File: src/rtl/data_mem_arbiter_pkg.sv
// Shared definitions for the data memory arbiter: owner codes, FSM states,
// default geometry and the word-index range test.
package data_mem_arbiter_pkg;

    localparam int DEPTH_DEF        = 64;
    localparam int LDR_MAX_WAIT_DEF = 4;
    localparam int WAIT_W           = 4;

    typedef enum logic [1:0] {
        OWN_NONE = 2'd0,
        OWN_P    = 2'd1,
        OWN_L    = 2'd2
    } owner_e;

    typedef enum logic {
        ARB_NORM  = 1'b0,
        ARB_FORCE = 1'b1
    } arb_state_e;

    // Word index is the byte address with the low two bits dropped.
    function automatic logic addr_in_range(input logic [31:0] addr, input int depth);
        return (addr >> 2) < 32'(depth);
    endfunction

endpackage

File: src/rtl/data_mem_arbiter_wait_counter.sv
// Saturating count of consecutive cycles the loader has been denied;
// hit flags the cycle in which the next denial must turn into a forced grant.
module data_mem_arbiter_wait_counter
    import data_mem_arbiter_pkg::*;
#(
    parameter int MAX_WAIT = LDR_MAX_WAIT_DEF
) (
    input  logic              clk,
    input  logic              rst,
    input  logic              clr,
    input  logic              inc,
    output logic [WAIT_W-1:0] cnt,
    output logic              hit
);

    logic [WAIT_W-1:0] cnt_q;
    logic [WAIT_W-1:0] cnt_d;

    always_comb begin
        cnt_d = cnt_q;
        if (clr) begin
            cnt_d = '0;
        end else if (inc && (cnt_q != {WAIT_W{1'b1}})) begin
            cnt_d = cnt_q + 1'b1;
        end
    end

    always_ff @(posedge clk or posedge rst) begin
        if (rst) begin
            cnt_q <= '0;
        end else begin
            cnt_q <= cnt_d;
        end
    end

    assign cnt = cnt_q;
    assign hit = (cnt_q == WAIT_W'(MAX_WAIT - 1));

endmodule

File: src/rtl/data_mem_arbiter.sv
// Arbitrates the single-port data memory between the pipeline (P, priority) and the
// loader (L, bounded starvation); routes registered read data back to its owner.
module data_mem_arbiter
    import data_mem_arbiter_pkg::*;
#(
    parameter int DEPTH        = DEPTH_DEF,
    parameter int LDR_MAX_WAIT = LDR_MAX_WAIT_DEF
) (
    input  logic              CLK,
    input  logic              RESET,
    input  logic              P_Req,
    input  logic              P_Write,
    input  logic [31:0]       P_Addr,
    input  logic [31:0]       P_WData,
    output logic              P_Gnt,
    output logic              P_Stall,
    output logic              P_RValid,
    output logic [31:0]       P_RData,
    input  logic              L_Req,
    input  logic              L_Write,
    input  logic [31:0]       L_Addr,
    input  logic [31:0]       L_WData,
    output logic              L_Gnt,
    output logic              L_RValid,
    output logic [31:0]       L_RData,
    output logic [31:0]       Mem_Address,
    output logic [31:0]       Mem_WData,
    output logic              Mem_Write,
    output logic              Mem_Read,
    input  logic [31:0]       Mem_RData,
    output logic              Err,
    output logic              dbg_state,
    output logic [WAIT_W-1:0] dbg_wait_cnt
);

    arb_state_e        state_q, state_d;
    owner_e            rd_owner_q, rd_owner_d;
    logic              err_q, err_d;
    logic [31:0]       p_rdata_q, p_rdata_d;
    logic [31:0]       l_rdata_q, l_rdata_d;

    logic              p_gnt, l_gnt, gnt_any;
    logic              wc_clr, wc_inc, wc_hit;
    logic              sel_write, in_range;
    logic [31:0]       sel_addr, sel_wdata, rdata_ret;
    logic [WAIT_W-1:0] wc_cnt;

    data_mem_arbiter_wait_counter #(.MAX_WAIT(LDR_MAX_WAIT)) u_wait_cnt (
        .clk (CLK),
        .rst (RESET),
        .clr (wc_clr),
        .inc (wc_inc),
        .cnt (wc_cnt),
        .hit (wc_hit)
    );

    always_comb begin
        state_d = state_q;
        p_gnt   = 1'b0;
        l_gnt   = 1'b0;
        wc_clr  = 1'b0;
        wc_inc  = 1'b0;
        case (state_q)
            ARB_NORM: begin
                p_gnt = P_Req;
                l_gnt = L_Req & ~P_Req;
                if (P_Req && L_Req) begin
                    wc_inc = 1'b1;
                    if (wc_hit) state_d = ARB_FORCE;
                end else begin
                    wc_clr = 1'b1;
                end
            end
            ARB_FORCE: begin
                l_gnt   = L_Req;
                p_gnt   = P_Req & ~L_Req;
                wc_clr  = 1'b1;
                state_d = ARB_NORM;
            end
            default: state_d = ARB_NORM;
        endcase
        // Nothing may reach memory while the asynchronous reset is asserted.
        if (RESET) begin
            p_gnt = 1'b0;
            l_gnt = 1'b0;
        end
    end

    always_comb begin
        gnt_any   = p_gnt | l_gnt;
        sel_write = p_gnt ? P_Write : L_Write;
        sel_addr  = p_gnt ? P_Addr  : L_Addr;
        sel_wdata = p_gnt ? P_WData : L_WData;
        in_range  = addr_in_range(sel_addr, DEPTH);

        Mem_Address = gnt_any ? sel_addr  : 32'd0;
        Mem_WData   = gnt_any ? sel_wdata : 32'd0;
        Mem_Write   = gnt_any &  sel_write & in_range;
        Mem_Read    = gnt_any & ~sel_write & in_range;

        rd_owner_d = OWN_NONE;
        if (gnt_any && !sel_write) rd_owner_d = p_gnt ? OWN_P : OWN_L;
        err_d = gnt_any & ~in_range;

        // A suppressed out-of-range read returns zero, not whatever memory still holds.
        rdata_ret = err_q ? 32'd0 : Mem_RData;
        P_RValid  = (rd_owner_q == OWN_P);
        L_RValid  = (rd_owner_q == OWN_L);
        P_RData   = P_RValid ? rdata_ret : p_rdata_q;
        L_RData   = L_RValid ? rdata_ret : l_rdata_q;
        p_rdata_d = P_RData;
        l_rdata_d = L_RData;
    end

    always_ff @(posedge CLK or posedge RESET) begin
        if (RESET) begin
            state_q    <= ARB_NORM;
            rd_owner_q <= OWN_NONE;
            err_q      <= 1'b0;
            p_rdata_q  <= 32'd0;
            l_rdata_q  <= 32'd0;
        end else begin
            state_q    <= state_d;
            rd_owner_q <= rd_owner_d;
            err_q      <= err_d;
            p_rdata_q  <= p_rdata_d;
            l_rdata_q  <= l_rdata_d;
        end
    end

    assign P_Gnt        = p_gnt;
    assign L_Gnt        = l_gnt;
    assign P_Stall      = P_Req & ~p_gnt;
    assign Err          = err_q;
    assign dbg_state    = state_q;
    assign dbg_wait_cnt = wc_cnt;

endmodule

File: config.mk
export PLATFORM = sky130hd
export DESIGN_NAME = data_mem_arbiter
export DESIGN_NICKNAME = d
export VERILOG_FILES = /design/src/rtl/data_mem_arbiter_pkg.sv /design/src/rtl/data_mem_arbiter_wait_counter.sv /design/src/rtl/data_mem_arbiter.sv
export SDC_FILE = /design/constraint.sdc
export NUM_CORES = 1
export LEC_CHECK = 0
export CORE_AREA = 2 2 119 121
export DETAILED_ROUTE_END_ITERATION = 8
export DIE_AREA = 0 0 121 123
export PLACE_DENSITY = 0.8
export SYNTH_ARGS = -nofsm -noshare
export SYNTH_HDL_FRONTEND = slang
export SYNTH_SLANG_ARGS = --single-unit
File: constraint.sdc
create_clock -name CLK -period 4.35 [get_ports CLK]
set_input_delay 0.6525 -clock CLK [delete_from_list [all_inputs] [get_ports CLK]]
set_output_delay 0.6525 -clock CLK [all_outputs]
set_load 0.05 [all_outputs]
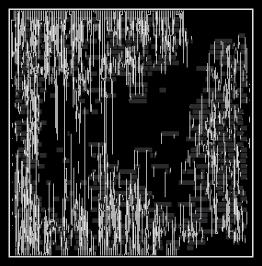
**Above:** run 1 (signal wires on met2).
(2 px per um)
longest straight run: 75.5 um
wire length on this layer: 7770 um
main direction: vertical
nets with wire on the layer: 755

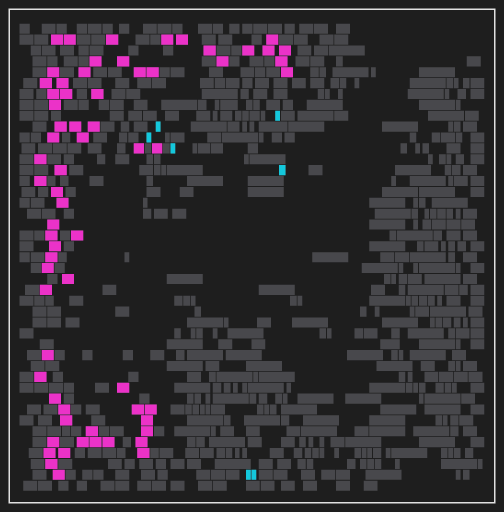
**Above:** run 1 (logic cells by family).
(4 px per um)
| family | colour | cells | most used |
|---|---|---|---|
| inverters | cyan | 7 | inv_1 |
| AND-OR and OR-AND gates | magenta | 66 | a22o_1 |
final instance count without filler cells: 858
multi-input logic portion of the cell area: 23.9%

==> git commit body, run 1 <==
Record implementation results from latest flow run

- The flow ran to the end, and the final reports show no timing, DRC or antenna violations.
- Relative area change from synthesis to final layout: 88.0%
* Post-CTS setup buffer count: 0
- After clock tree synthesis, the repair step resized 0 gates.
* Fraction of area in registers: about a quarter
- Yosys top cell area share: roughly half
- Total power after layout: approximately 0.0028 W
- Per the placement log, port buffering inserted 306 buffers.
* Cell with the most instances on the worst path: clkdlybuf4s50_1
* Well-tap cell count: between 150 and 200
- Per Yosys stat, the portion of area used by sequential elements is 49.1%.
- The Yosys step of the flow raised 0 warnings.
* Cell area after layout: a little under 7000 um2
- The final weighted congestion recorded by global placement is roughly 0.84.
* Dominant cells by area after synthesis: dfrtp_1, a22o_1, o21ai_0
- RSZ-0062 raised after global routing: no
* Tally of filler cells in the layout: 1236
* Most frequent standard cell in the layout excluding fill and tap cells: clkdlybuf4s50_1
* Startpoint of the worst register-to-register path: rd_owner_q[1]
- Classification of the worst-slack hold path: reg -> reg
* Fraction of met2 tracks used by global routing: between 30 and 40%
- Measured on the final layout, the clock distribution area share stands at under 10%.
* Std cell rows: around 43
* Number of nets at floorplan: approximately 550
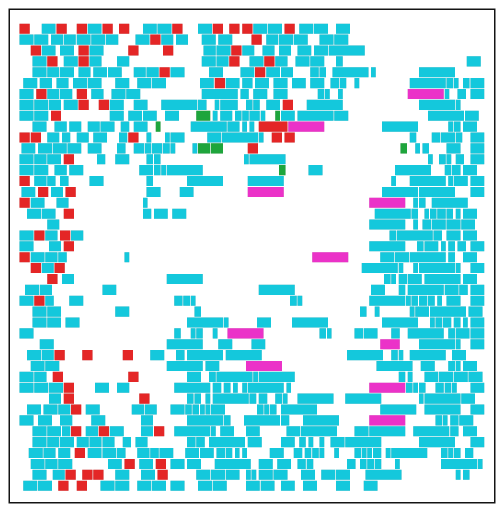
**Above:** run 1 (drive-strength map).
(4 px per um)
| size | colour | cells |
|---|---|---|
| drive 1 or less | cyan | 589 |
| drive 6 and up | magenta | 10 |
| drive 3 to 4 | red | 72 |
| drive 2 | green | 7 |

==> run 1: logic make-up after synthesis <==
family          synth area share [%]
simple gates                    18.7
flops                           49.1
xor+xnor                       0.239
compound gates                  24.9
buf+inv                         6.14
mux                            0.546
fa+ha+maj                      0.341
==> run 1: where the power goes <==
part | total [W] | internal, W | switching, W | leakage, nW
logic | 0.00130 | 0.000459 | 0.000840 | 1.99
registers | 0.000832 | 0.000792 | 0.0000401 | 0.913
clock network | 0.000647 | 0.000393 | 0.000254 | 0.123
==> run 1: state kept, by name, summed over array words and instances (netlist names) <==
| register | count |
|---|---|
| Err | 1 |
| dbg_state | 1 |
| l_rdata_q | 32 |
| p_rdata_q | 32 |
| rd_owner_q | 2 |
| u_wait_cnt.cnt | 4 |
**Run 1: routing congestion map**

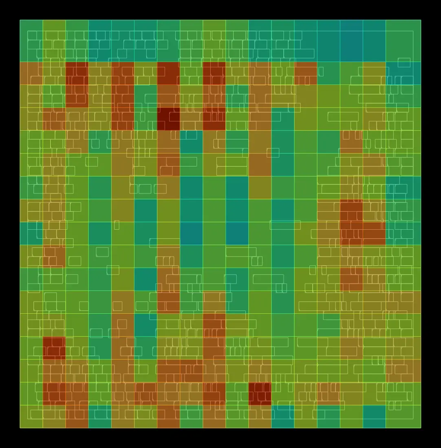

==> run 2, diff against run 1 <==
- clock period: 4.35 -> 3.8 ns (I/O delays scaled with it)
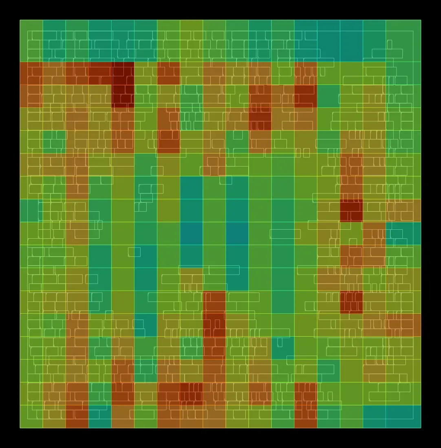
**Above:** run 2 (routing congestion map).
met1 demand-to-capacity share in global routing: 21.6%
Final Core Density: 57.0%
fraction of met2 tracks used by global routing: 37.1%
global route hottest layer: met2
met3 capacity usage during global routing: 7.33%

==> run 2 against run 1 <==
Critical path depth down 2. Total power up 21%. Hold slack worse by 3.5 ps.
==> git commit body, run 2 <==
Record implementation results from latest flow run

- The share of the yosys chip area belonging to registers was 49.1% (unchanged).
* Switching power: 0.00133 W (+17%)
- The number of input and output port buffers inserted is 306 (unchanged).
* Post-CTS setup buffer count: 0 (unchanged)
- Setup repair after global routing left no endpoint under its margin.
- Startpoint of the worst register-to-register path: dbg_state
- Gates resized, CTS repair: 0 (unchanged)
- Most frequent standard cell in the layout excluding fill and tap cells: clkdlybuf4s50_1
- Cell area after layout: 7760 um2 (+13%)
* Yosys top cell area share: 49.1% (unchanged)
- The sequential group share of total power is 28.3% (-1.6 points).
* Top power consumer group: combinational logic
- The total internal power came to 0.00203 W (+24%).
- Yosys shows that the main logic family after synthesis is AND-OR/OR-AND gates.
- Power drawn by the clock network: 0.000791 W (+22%)
- The arithmetic-cell share of the synthesized area counting full adders, half adders and majority gates is 0.341% (unchanged).
- The power share of the clock group is 23.5% (+0.2 points).
- Run status: completed
- Std cell rows: 43 (unchanged)
* Clock Tree Buf Depth: 2
* Post-synthesis xor/xnor area fraction: 0.239% (unchanged)
- The number of nets at floorplan is 552 (unchanged).
* Footprint of the multi-input gates: around 1600 um2
* Final instance count without filler cells: 859 (+0.12%)
- TritonCTS built the clock tree.
- In this run the worst hold path is classified as reg -> reg.
- Top post-synthesis cells by count: dfrtp_1, nand2_1, a22o_1
- FF+latch area: about 1800 um2
- Total power after layout: 0.00336 W (+21%)
* Detailed Routing Iterations Pass 1: 4
- In the layout the commonest cells are clkdlybuf4s50_1, dfrtp_1, nand2_1.
* Relative area change from synthesis to final layout: 112%
- Warnings, synthesis: 0 (unchanged)
- Dominant cells by area after synthesis: dfrtp_1, a22o_1, o21ai_0
- The sequential power came to 0.000952 W (+14%).
* Synth Flop Type: dfrtp_1
- The number of fillers in the final layout is 1131 (-8.5%).
-- run 2: routing by layer --
| metal | vias up | wire length (um) |
|---|---|---|
| li1 | 1956 | - |
| met1 | 1978 | 5580 |
| met2 | 185 | 8220 |
| met3 | 31 | 1420 |
| met4 | 0 | 445 |
| met5 | - | 0 |
-- run 2: final cells by class --
class / instances / area share, %
Sequential cell: 72 / 23.2
Multi-Input combinational cell: 275 / 21.2
Clock buffer: 14 / 3.53
Inverter: 7 / 0.387
Timing Repair Buffer: 309 / 48.6
Clock inverter: 2 / 0.161
Tap cell: 180 / 2.90
==> run 3, diff against run 2 <==
- TNS_END_PERCENT: unset -> 10
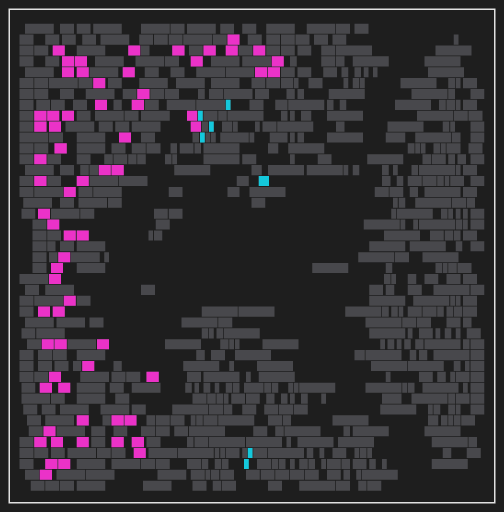
**Above:** run 3 (logic cells by family).
(4 px per um)
| family | colour | cells | most used |
|---|---|---|---|
| AND-OR and OR-AND gates | magenta | 66 | a22o_1 |
| inverters | cyan | 7 | inv_1 |

==> run 3 against run 2 <==
Cell count is the same. First-iteration DRC count is the same. Critical path depth is the same. Non-clock buffer count is the same. Sequential share of layout area is the same. Register-to-register slack is essentially flat. Clock skew is the same. Area after synthesis is the same. Count of clock-buffer cells in the layout is the same. Maximum frequency is the same. Global-route usage is the same. Largest cell class unchanged. Highest routed layer unchanged.
==> git commit body, run 3 <==
Record implementation results from latest flow run

* Warnings, synthesis: 0 (unchanged)
- Top layer used by detailed routing: met4
* Sum of met3 wire segment lengths after detailed routing: 1.42 mm (unchanged)
- Power drawn by the clock network: 0.000791 W (about the same)
- Multi-input gates: 275 (unchanged)
* Well-tap cell count: 180 (unchanged)
- Highest-count cells in the layout ignoring fill and taps: clkdlybuf4s50_1, dfrtp_1, nand2_1
- The area share of the leading cell type in the synthesized netlist was 49.1% (unchanged).
* Cell area after layout: 7760 um2 (unchanged)
- Number of nets at floorplan: 552 (unchanged)
* Post-CTS setup buffer count: 0 (unchanged)
- Synth Flop Type: dfrtp_1
- The utilization of the core after routing came to 57.0% (unchanged).
- Run status: completed
- Clock buffer and inverter area fraction after layout: 3.69% (unchanged)
- The footprint of the multi-input gates is 1640 um2 (unchanged).
- Of all power groups, the one with the highest power is combinational logic.
* Clock Tree Buf Depth: 2 (unchanged)
- The number of fillers in the final layout came to 1131 (unchanged).
- Seq pwr share: 28.3% (about the same)
- Non-clock buffer count in the final layout: 309 (unchanged)
- The share of the yosys chip area belonging to registers was 49.1% (unchanged).
- Final instance count without filler cells: 859 (unchanged)
- Internal power summed over all cells: 0.00203 W (unchanged)
* Met1 demand-to-capacity share in global routing: 21.6% (unchanged)
- The routed length on met2 came to 8.22 mm (unchanged).
- Fraction of met2 tracks used by global routing: 37.1% (unchanged)
- Top post-synthesis cells by count: dfrtp_1, nand2_1, a22o_1
* Count of clock-net buffers in the final layout: 14 (unchanged)
- The sequential power is 0.000952 W (about the same).
- The area taken by flip-flops and latches is 1800 um2 (unchanged).
- Std cell rows: 43 (unchanged)
* Count of input and output buffers: 306 (unchanged)
- The layout overhead on the synthesized area came to 112% (unchanged).
- Inverters: 7 (unchanged)
- Switching power: 0.00133 W (unchanged)
* Largest area class, layout: non-clock buffers
- Multi-input logic portion of the cell area: 21.2% (unchanged)
* Fraction of area in registers: 23.2% (unchanged)
* RSZ-0062 raised after global routing: no
==> run 3: worst paths after layout <==
check	start	endpoint	depth (start not counted)
max in group asynchronous	RESET	p_rdata_q[27]	3
setup / recovery	rd_owner_q[0]	L_RData[19]	4
min in group asynchronous	RESET	Err	3
setup reg to reg	dbg_state	Err	5
hold reg to reg	p_rdata_q[10]	p_rdata_q[10]	2
hold / removal	p_rdata_q[10]	p_rdata_q[10]	2
==> run 3: logic make-up (layout without fill, tap and decap cells) <==
logic type / Yosys count / after routing / share of synthesized area, %
buffers and inverters: 38 / 332 / 6.14
DFF: 72 / 72 / 49.1
muxes: 2 / 2 / 0.546
AOI/OAI and AO/OA: 133 / 133 / 24.9
xor gates and xnor gates: 1 / 1 / 0.239
adders and majority gates: 1 / 1 / 0.341
and+or+nand+nor: 138 / 138 / 18.7
Power and IR drop assume default switching activity.
